File: src/rtl/nor_gates_bist_ctrl.sv
`default_nettype none
// ============================================================================
// nor_gates_bist_ctrl -- BIST sequencer for the 8-output NOR-built gate array
// Rev 1.0 -- initial release
// ============================================================================
module nor_gates_bist_ctrl #(
  parameter int SETTLE_CYCLES = 1,
  parameter int LOOPS         = 1,
  parameter int ERR_CNT_W     = 4
) (
  input  logic                 clk,
  input  logic                 rst,
  input  logic                 start,
  output logic                 a_out,
  output logic                 b_out,
  input  logic [7:0]           y_in,
  output logic                 busy,
  output logic                 done,
  output logic                 pass,
  output logic [ERR_CNT_W-1:0] err_count,
  output logic [7:0]           fail_vec,
  output logic [1:0]           first_fail_idx
);

  typedef enum logic [2:0] {
    S_IDLE   = 3'd0,
    S_DRIVE  = 3'd1,
    S_SETTLE = 3'd2,
    S_CHECK  = 3'd3,
    S_DONE   = 3'd4
  } state_t;

  localparam logic [3:0] SETTLE_LOAD = 4'(SETTLE_CYCLES - 1);
  localparam logic [7:0] LOOP_LAST   = 8'(LOOPS - 1);

  state_t     state, state_next;
  logic [1:0] vec;
  logic [7:0] loop_cnt;
  logic [3:0] settle_cnt;
  logic [7:0] golden;
  logic [7:0] diff;
  logic       mismatch;
  logic       last_check;

  always_comb begin
    golden = 8'h00;
    case (vec)
      2'd0: golden = 8'hA7;
      2'd1: golden = 8'h69;
      2'd2: golden = 8'h6A;
      2'd3: golden = 8'h98;
      default: golden = 8'h00;
    endcase
  end

  assign diff       = y_in ^ golden;
  assign mismatch   = |diff;
  assign last_check = (vec == 2'd3) && (loop_cnt == LOOP_LAST);
  assign busy       = (state != S_IDLE);
  assign done       = (state == S_DONE);

  always_comb begin
    state_next = state;
    case (state)
      S_IDLE:   if (start) state_next = S_DRIVE;
      S_DRIVE:  state_next = S_SETTLE;
      S_SETTLE: if (settle_cnt == 4'd0) state_next = S_CHECK;
      S_CHECK:  state_next = last_check ? S_DONE : S_DRIVE;
      S_DONE:   state_next = S_IDLE;
      default:  state_next = S_IDLE;
    endcase
  end

  always_ff @(posedge clk) begin
    if (rst) begin
      state          <= S_IDLE;
      vec            <= 2'd0;
      loop_cnt       <= 8'd0;
      settle_cnt     <= 4'd0;
      a_out          <= 1'b0;
      b_out          <= 1'b0;
      pass           <= 1'b0;
      err_count      <= '0;
      fail_vec       <= 8'h00;
      first_fail_idx <= 2'd0;
    end else begin
      state <= state_next;
      case (state)
        S_IDLE: begin
          if (start) begin
            err_count      <= '0;
            fail_vec       <= 8'h00;
            first_fail_idx <= 2'd0;
            pass           <= 1'b0;
            vec            <= 2'd0;
            loop_cnt       <= 8'd0;
          end
        end
        S_DRIVE: begin
          a_out      <= vec[1];
          b_out      <= vec[0];
          settle_cnt <= SETTLE_LOAD;
        end
        S_SETTLE: begin
          if (settle_cnt != 4'd0) settle_cnt <= settle_cnt - 4'd1;
        end
        S_CHECK: begin
          if (mismatch) begin
            fail_vec <= fail_vec | diff;
            if (err_count != '1) err_count <= err_count + 1'b1;
            if (err_count == '0) first_fail_idx <= vec;
          end
          // pass is resolved here so it is already valid while done is high
          if (last_check) begin
            pass <= !mismatch && (err_count == '0);
          end else begin
            vec <= vec + 2'd1;
            if (vec == 2'd3) loop_cnt <= loop_cnt + 8'd1;
          end
        end
        default: ;
      endcase
    end
  end

endmodule
`default_nettype wire

File: config.mk
export PLATFORM = sky130hd
export DESIGN_NAME = nor_gates_bist_ctrl
export DESIGN_NICKNAME = d
export VERILOG_FILES = /design/src/rtl/nor_gates_bist_ctrl.sv
export SDC_FILE = /design/constraint.sdc
export NUM_CORES = 1
export LEC_CHECK = 0
export ABC_CLOCK_PERIOD_IN_PS = 2200
export CAP_MARGIN = 20
export CORE_ASPECT_RATIO = 1.75
export CORE_MARGIN = 8
export CORE_UTILIZATION = 55
export DETAILED_ROUTE_END_ITERATION = 7
export DONT_BUFFER_PORTS = 1
export PLACE_DENSITY_LB_ADDON = 0.3
export SYNTH_ARGS = -nofsm -noshare
export SYNTH_HDL_FRONTEND = slang
export SYNTH_SLANG_ARGS = --single-unit
File: constraint.sdc
create_clock -name clk -period 2.2 [get_ports clk]
set_clock_uncertainty 0.15 [all_clocks]
set_input_delay 0.22 -clock clk [delete_from_list [all_inputs] [get_ports clk]]
set_output_delay 0.22 -clock clk [all_outputs]
set_load 0.01 [all_outputs]
**Run 1: met3 routing**

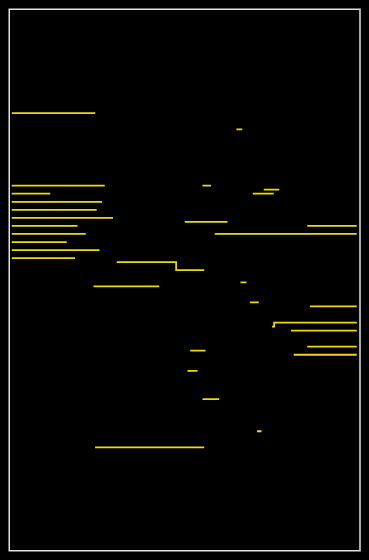
longest straight run	23.7 µm
wire length on this layer	289 µm
main direction	horizontal
final routed wirelength across all metal layers: 4.319 mm
met3 Resource Use GR: 5.791%
count of vias placed by the detailed router: 1558

**Run 1: register map, names as in the netlist**

Scale bar: 20 µm. Other sequential cells in the stronger gray, the rest of the logic in the fainter gray.
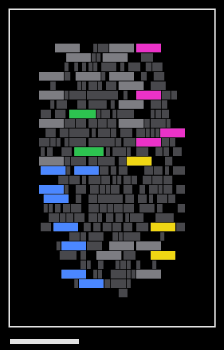
color	name in the netlist	flops
yellow	state	3
blue	loop_cnt	8
green	vec	2
magenta	settle_cnt	4
not colored	17
area taken by flip-flops and latches: 685.7 µm²
power attributed to sequential cells: 674 µW

==> impl_summary.log, run 1 <==
[flow] final metrics
[metrics] post-layout power: 1404 µW
[metrics] cell chosen for the clock root: sky130_fd_sc_hd__clkbuf_8
[metrics] wire length of the first global-routing pass: 7.383 mm
[metrics] slowest CP cell: sky130_fd_sc_hd__nor4_4
[metrics] series of cell instances along the critical path: buf_4 > ha_1 > xnor2_1 > nand2_1 > nor4_4 > or3_4 > mux2i_1
[metrics] antenna diode instance count: 0
[metrics] TritonCTS buffer count: 5
[metrics] status: finished, final reports clean
[metrics] Max transition margin: 65.24%
[metrics] kind of capture point of the worst setup path: flop
[metrics] initial antenna violation count: 0
[metrics] cts-stage hold buffer count: 1
[metrics] hold path startpoint: y_in[0]
[metrics] number of flops mapped to enable cells by yosys: 0
[metrics] count of buffer and inverter cells on the critical path: 1
[metrics] Die Y: 91.22 µm
[metrics] CP Data Required Time: 2.26 ns
[metrics] setup bufs post-CTS: 1
[metrics] mean cell area of the mapped netlist: 8.589 µm²
[metrics] # setup viols final: 0
[metrics] flip-flops: 34
[metrics] maximum vdd ir drop: 0.5281 mV
[metrics] startpoint of the worst setup timing path: vec[0]
[metrics] leakage power figure: 0.0008060 µW
[metrics] most instantiated logic cell after routing: sky130_fd_sc_hd__nor2_1
[metrics] proportion of cell area spent on the clock network: 4.513%
[metrics] vias per cell: 5.728
[metrics] standard-cell rows: 27
[metrics] Comb gate area: 0.001079 mm²
[metrics] registers with the most flip-flops: fail_vec x8, loop_cnt x8
[metrics] number of clock buffers in the layout: 6
[metrics] Registers, synthesis: 34
[metrics] highest metal layer with signal wires: met4
[metrics] type of the worst setup path: reg -> reg
[metrics] Critical Path Start Type: flop
[metrics] combinational share of cell area: 51.19%
[metrics] # Cells Yosys: 207
[metrics] met3 wirelength from detailed routing: 288 µm
[metrics] worst hold path stage count: 3
[metrics] Gate Count Post-Synth: 207
[metrics] OpenROAD warning count: 32
[metrics] sequential share of cell area: 32.54%
**Run 1: routing congestion map**

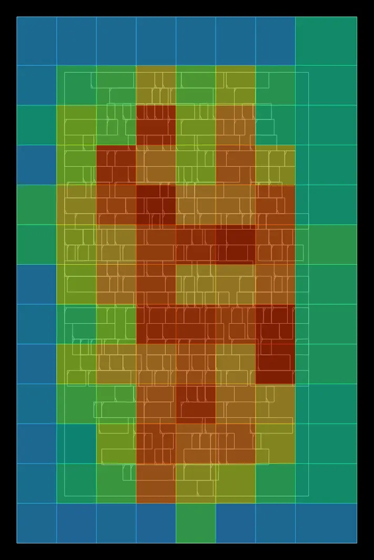
met2 usage: 32.23%
most congested layer reported by global routing: met2
average wire per cell in the routed design: 15.88 µm
Tot GR Track Use: 17.32%

[run 1: power breakdown]
group          switching [µW]  leakage (µW)  internal (µW)
clock network             224     0.0000472            251
registers                31.3      0.000277            643
logic                     135      0.000482            119
total                     390      0.000806           1010
[run 1: metrics by stage]
stage                     instance area, µm²  setup slack (ns)  hold WS [ns]
after global placement                  1927           0.07133        0.1411
after global routing                    2107          -0.03861       0.05584
after detailed placement                1927          -0.01354        0.1455
after floorplan                         1779           0.01388        0.1474
final                                   2107           0.05921       0.03647
after CTS                               2061           0.03187       0.03703
[run 1: kinds of logic after synthesis]
group	after synthesis	synth area share (%)
adders and majority gates	10	7.037
AOI/OAI and AO/OA	33	12.25
xor gates and xnor gates	17	8.374
DFF	34	38.28
and+or+nand+nor	91	27.44
buffers and inverters	17	3.800
muxes	5	2.815
==> run 2: changes to the inputs <==
--- a/config.mk
+++ b/config.mk
@@ -12,6 +12,9 @@
 export CORE_UTILIZATION = 55
 export DETAILED_ROUTE_END_ITERATION = 7
 export DONT_BUFFER_PORTS = 1
+export GPL_ROUTABILITY_DRIVEN = 0
+export HOLD_SLACK_MARGIN = 0.05
+export MAX_ROUTING_LAYER = met4
 export PLACE_DENSITY_LB_ADDON = 0.3
 export SYNTH_ARGS = -nofsm -noshare
 export SYNTH_HDL_FRONTEND = slang
==> run 2 against run 1 <==
Synthesized cell count stayed put. Largest power group unchanged. Non-clock buffer count did not move. Critical path type unchanged. Critical endpoint is now first_fail_idx[1]. Hold slack better by 0.021 ns. Global-route usage grew 0.54 points. Cell area is 0.89% lower.
==> impl_summary.log, run 2 <==
[flow] final metrics
[metrics] sequential area share after synthesis: 38.28% (unchanged)
[metrics] slowest CP cell: sky130_fd_sc_hd__or3_4 (was sky130_fd_sc_hd__nor4_4)
[metrics] and+or+nand+nor area frac: 27.45% (unchanged)
[metrics] series of cell instances along the critical path: inv_2 > ha_4 > and3b_1 > o211ai_1 > nor4_4 > or3_4 > a32o_1 (was buf_4 > ha_1 > xnor2_1 > nand2_1 > nor4_4 > or3_4 > mux2i_1)
[metrics] Die Y: 91.22 µm (unchanged)
[metrics] main logic family after synthesis: simple AND/OR/NAND/NOR gates (unchanged)
[metrics] comb pwr: 254 µW (about the same)
[metrics] Placed Area: 0.001927 mm² (unchanged)
[metrics] # Cells Yosys: 207 (unchanged)
[metrics] # setup viols final: 0 (unchanged)
[metrics] setup slack at placement: -0.01354 ns (unchanged)
[metrics] cell-internal power: 1013 µW (about the same)
[metrics] Registers, synthesis: 34 (unchanged)
[metrics] # H-tree levels: 2 (unchanged)
[metrics] registers with the most flip-flops: fail_vec x8, loop_cnt x8 (unchanged)
[metrics] Sw Ratio: 27.85% (was 27.81%)
[metrics] count of buffer and inverter cells on the critical path: 1 (unchanged)
[metrics] most congested layer reported by global routing: met2 (unchanged)
[metrics] Net Sw Power: 391.0 µW (was 390.4 µW)
[metrics] setup bufs post-CTS: 1 (unchanged)
[metrics] mean cell area of the mapped netlist: 8.589 µm² (unchanged)
[metrics] met2 usage: 32.51% (was 32.23%)
[metrics] Max transition margin: 64.18% (was 65.24%)
[metrics] CP Data Required Time: 2.23 ns (was 2.26 ns)
[metrics] status: finished, final reports clean (unchanged)
[metrics] met3 Resource Use GR: 5.085% (was 5.791%)
[metrics] cts-stage hold buffer count: 2 (was 1)
[metrics] standard-cell rows: 27 (unchanged)
[metrics] kind of capture point of the worst setup path: flop (unchanged)
[metrics] Synth top cells by count: sky130_fd_sc_hd__nor2_1, sky130_fd_sc_hd__dfxtp_1, sky130_fd_sc_hd__a21oi_1, sky130_fd_sc_hd__inv_1, sky130_fd_sc_hd__xor2_1 (unchanged)
[metrics] Tot GR Track Use: 17.87% (was 17.32%)
[metrics] average wire per cell in the routed design: 15.88 µm (about the same)
[metrics] part of the power in registers: 48.1% (about the same)
[metrics] MUX share of area: 2.815% (unchanged)
[metrics] Hold WS: 0.05721 ns (was 0.03647 ns)
[metrics] OpenROAD warning count: 33 (was 32)
[metrics] Critical Path Start Type: flop (unchanged)
[metrics] Clk pwr share: 33.8% (about the same)
[metrics] least setup slack across all paths after layout: 0.02329 ns (was 0.05921 ns)
[metrics] Gate Count Post-Synth: 207 (unchanged)
[metrics] total clock network power: 475 µW (about the same)
[metrics] share of total power in combinational logic: 18.1% (about the same)
[metrics] synthesized-area fraction occupied by adder cells: 7.037% (unchanged)
[metrics] leakage power figure: 0.0008050 µW (was 0.0008060 µW)
[metrics] cell chosen for the clock root: sky130_fd_sc_hd__clkbuf_8 (unchanged)
[metrics] XOR-XNOR Cells, Area Fraction: 8.374% (unchanged)
[metrics] maximum vdd ir drop: 0.5305 mV (was 0.5281 mV)
[metrics] wire length of the first global-routing pass: 7.410 mm (was 7.383 mm)
[metrics] number of flops mapped to enable cells by yosys: 0 (unchanged)
[metrics] vias per cell: 5.739 (was 5.728)
-- run 2: path summary, 6_finish.rpt --
check,from,end,cells after the start
min reg2reg,settle_cnt[1],settle_cnt[1],2
max,vec[0],first_fail_idx[1],7
max reg2reg,vec[0],first_fail_idx[1],7
min,y_in[2],fail_vec[2],3
-- run 2: layout make-up --
cell class / instances / area, µm²
inverter: 11 / 41.29
clock buffer: 6 / 82.58
timing repair buffer: 20 / 155.1
multi-input combinational: 156 / 1061
tap: 43 / 53.80
sequential: 34 / 681.9
fill: 265 / 1020
clock inverter: 2 / 12.51
-- run 2: per-layer routing --
| layer | up-vias | routed length (µm) |
|---|---|---|
| met5 | - | 0 |
| met4 | 0 | 114 |
| met3 | 11 | 260 |
| met2 | 39 | 2395 |
| met1 | 753 | 1547 |
| li1 | 758 | - |
**Run 2: met3 routing**

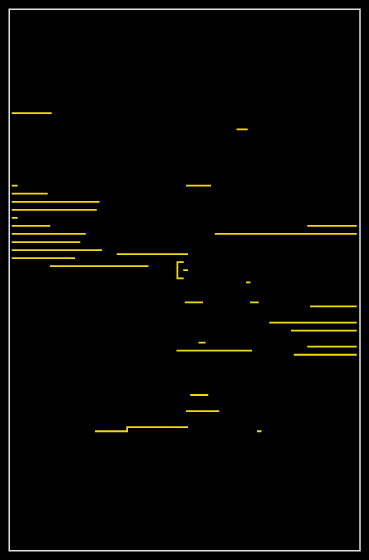
share of all routed wire	6.0%
wire length on this layer	260 µm
longest straight run	23.7 µm
main direction	horizontal
final routed wirelength across all metal layers: 4.318 mm
count of vias placed by the detailed router: 1561

**Run 2: register map, names as in the netlist**

Scale bar: 20 µm. Other sequential cells in the stronger gray, the rest of the logic in the fainter gray.
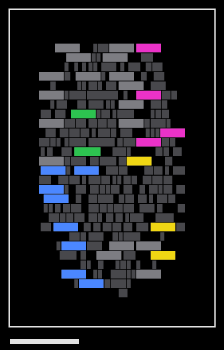
color	name in the netlist	flops
blue	loop_cnt	8
green	vec	2
yellow	state	3
magenta	settle_cnt	4
final core utilization: 67.19%
sequential share of cell area: 32.65%
power attributed to sequential cells: 675 µW

==> run 3: changes to the inputs <==
--- a/config.mk
+++ b/config.mk
@@ -5,6 +5,7 @@
 export SDC_FILE = /design/constraint.sdc
 export NUM_CORES = 1
 export LEC_CHECK = 0
+export ABC_AREA = 0
 export ABC_CLOCK_PERIOD_IN_PS = 2200
 export CAP_MARGIN = 20
 export CORE_ASPECT_RATIO = 1.75
==> run 3 against run 2 <==
Hold slack unchanged. First-iteration DRC count unchanged. Setup slack unchanged.
==> impl_summary.log, run 3 <==
[flow] final metrics
[metrics] XOR-XNOR Cells, Area Fraction: 8.374% (unchanged)
[metrics] Gate Count Post-Synth: 207 (unchanged)
[metrics] Registers, synthesis: 34 (unchanged)
[metrics] cell-internal power: 1013 µW (unchanged)
[metrics] Net Sw Power: 391.0 µW (unchanged)
[metrics] comb pwr: 254 µW (about the same)
[metrics] # setup viols final: 0 (unchanged)
[metrics] series of cell instances along the critical path: inv_2 > ha_4 > and3b_1 > o211ai_1 > nor4_4 > or3_4 > a32o_1 (unchanged)
[metrics] maximum vdd ir drop: 0.5305 mV (unchanged)
[metrics] Inverters excl. clock: 11 (unchanged)
[metrics] status: finished, final reports clean (unchanged)
[metrics] worst hold path stage count: 3 (unchanged)
[metrics] worst-case reg-to-reg path depth: 7 (unchanged)
[metrics] count of buffer and inverter cells on the critical path: 1 (unchanged)
[metrics] number of flops mapped to enable cells by yosys: 0 (unchanged)
[metrics] TritonCTS buffer count: 5 (unchanged)
[metrics] MUX share of area: 2.815% (unchanged)
[metrics] # Cells Yosys: 207 (unchanged)
[metrics] sequential share of cell area: 32.65% (unchanged)
[metrics] vias per cell: 5.739 (unchanged)
[metrics] mean cell area of the mapped netlist: 8.589 µm² (unchanged)
[metrics] final routed wirelength across all metal layers: 4.318 mm (unchanged)
[metrics] registers with the most flip-flops: fail_vec x8, loop_cnt x8 (unchanged)
[metrics] type of the worst setup path: reg -> reg (unchanged)
[metrics] total of fill cells in the finished design: 265 (unchanged)
[metrics] capture instance of the worst register-to-register path: first_fail_idx[1] (unchanged)
[metrics] slowest CP cell: sky130_fd_sc_hd__or3_4 (unchanged)
[metrics] number of clock buffers in the layout: 6 (unchanged)
[metrics] area taken by flip-flops and latches: 681.9 µm² (unchanged)
[metrics] relative area of non-clock buffer cells in the final design: 7.430% (unchanged)
[metrics] sequential area share after synthesis: 38.28% (unchanged)
[metrics] Top Consumer: sequential cells (unchanged)
[metrics] Critical Path Start Type: flop (unchanged)
[metrics] and+or+nand+nor area frac: 27.45% (unchanged)
run 3: cell counts after synthesis:
Identical to the previous run, type by type.
run 3: per-stage QoR:
step	cell area [µm²]	setup WS, ns	util (%)	setup TNS (ns)
after floorplan	1779	0.01388	-	0
after global placement	1927	0.07133	62.00	0
after detailed placement	1927	-0.01354	62.00	-0.03634
after CTS	2071	0.03187	66.63	0
after global routing	2088	-0.07156	67.19	-0.4151
final	2088	0.02329	67.19	0
run 3: layer usage:
layer / track usage, % / part of all wire (%) / vias up
met3: 5.085 / 6.0 / 11
li1: - / - / 758
met2: 32.51 / 55 / 39
met1: 16.17 / 36 / 753
met5: - / 0 / -
met4: 8.032 / 2.6 / 0
**Run 3: met3 routing**

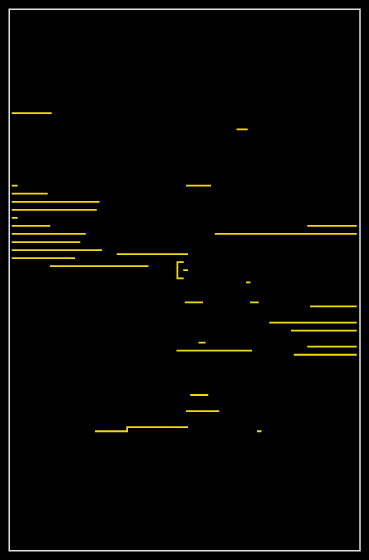
wire length on this layer	260 µm
longest straight run	23.7 µm
share of all routed wire	6.0%
nets with wire on the layer	25
met3 Resource Use GR: 5.085%

**Run 3: routing congestion map**

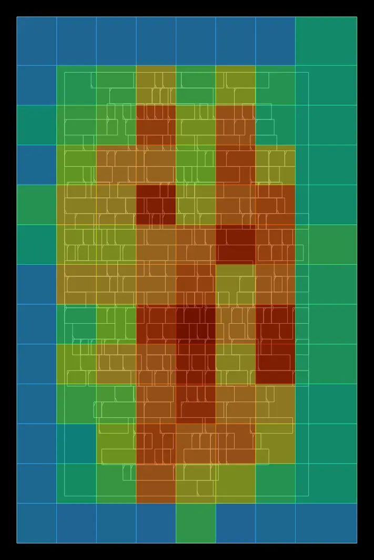
met2 usage: 32.51%
average wire per cell in the routed design: 15.88 µm
global routing met1 resource utilization: 16.17%
Tot GR Track Use: 17.87%

Power is estimated from default activity; no workload was simulated.
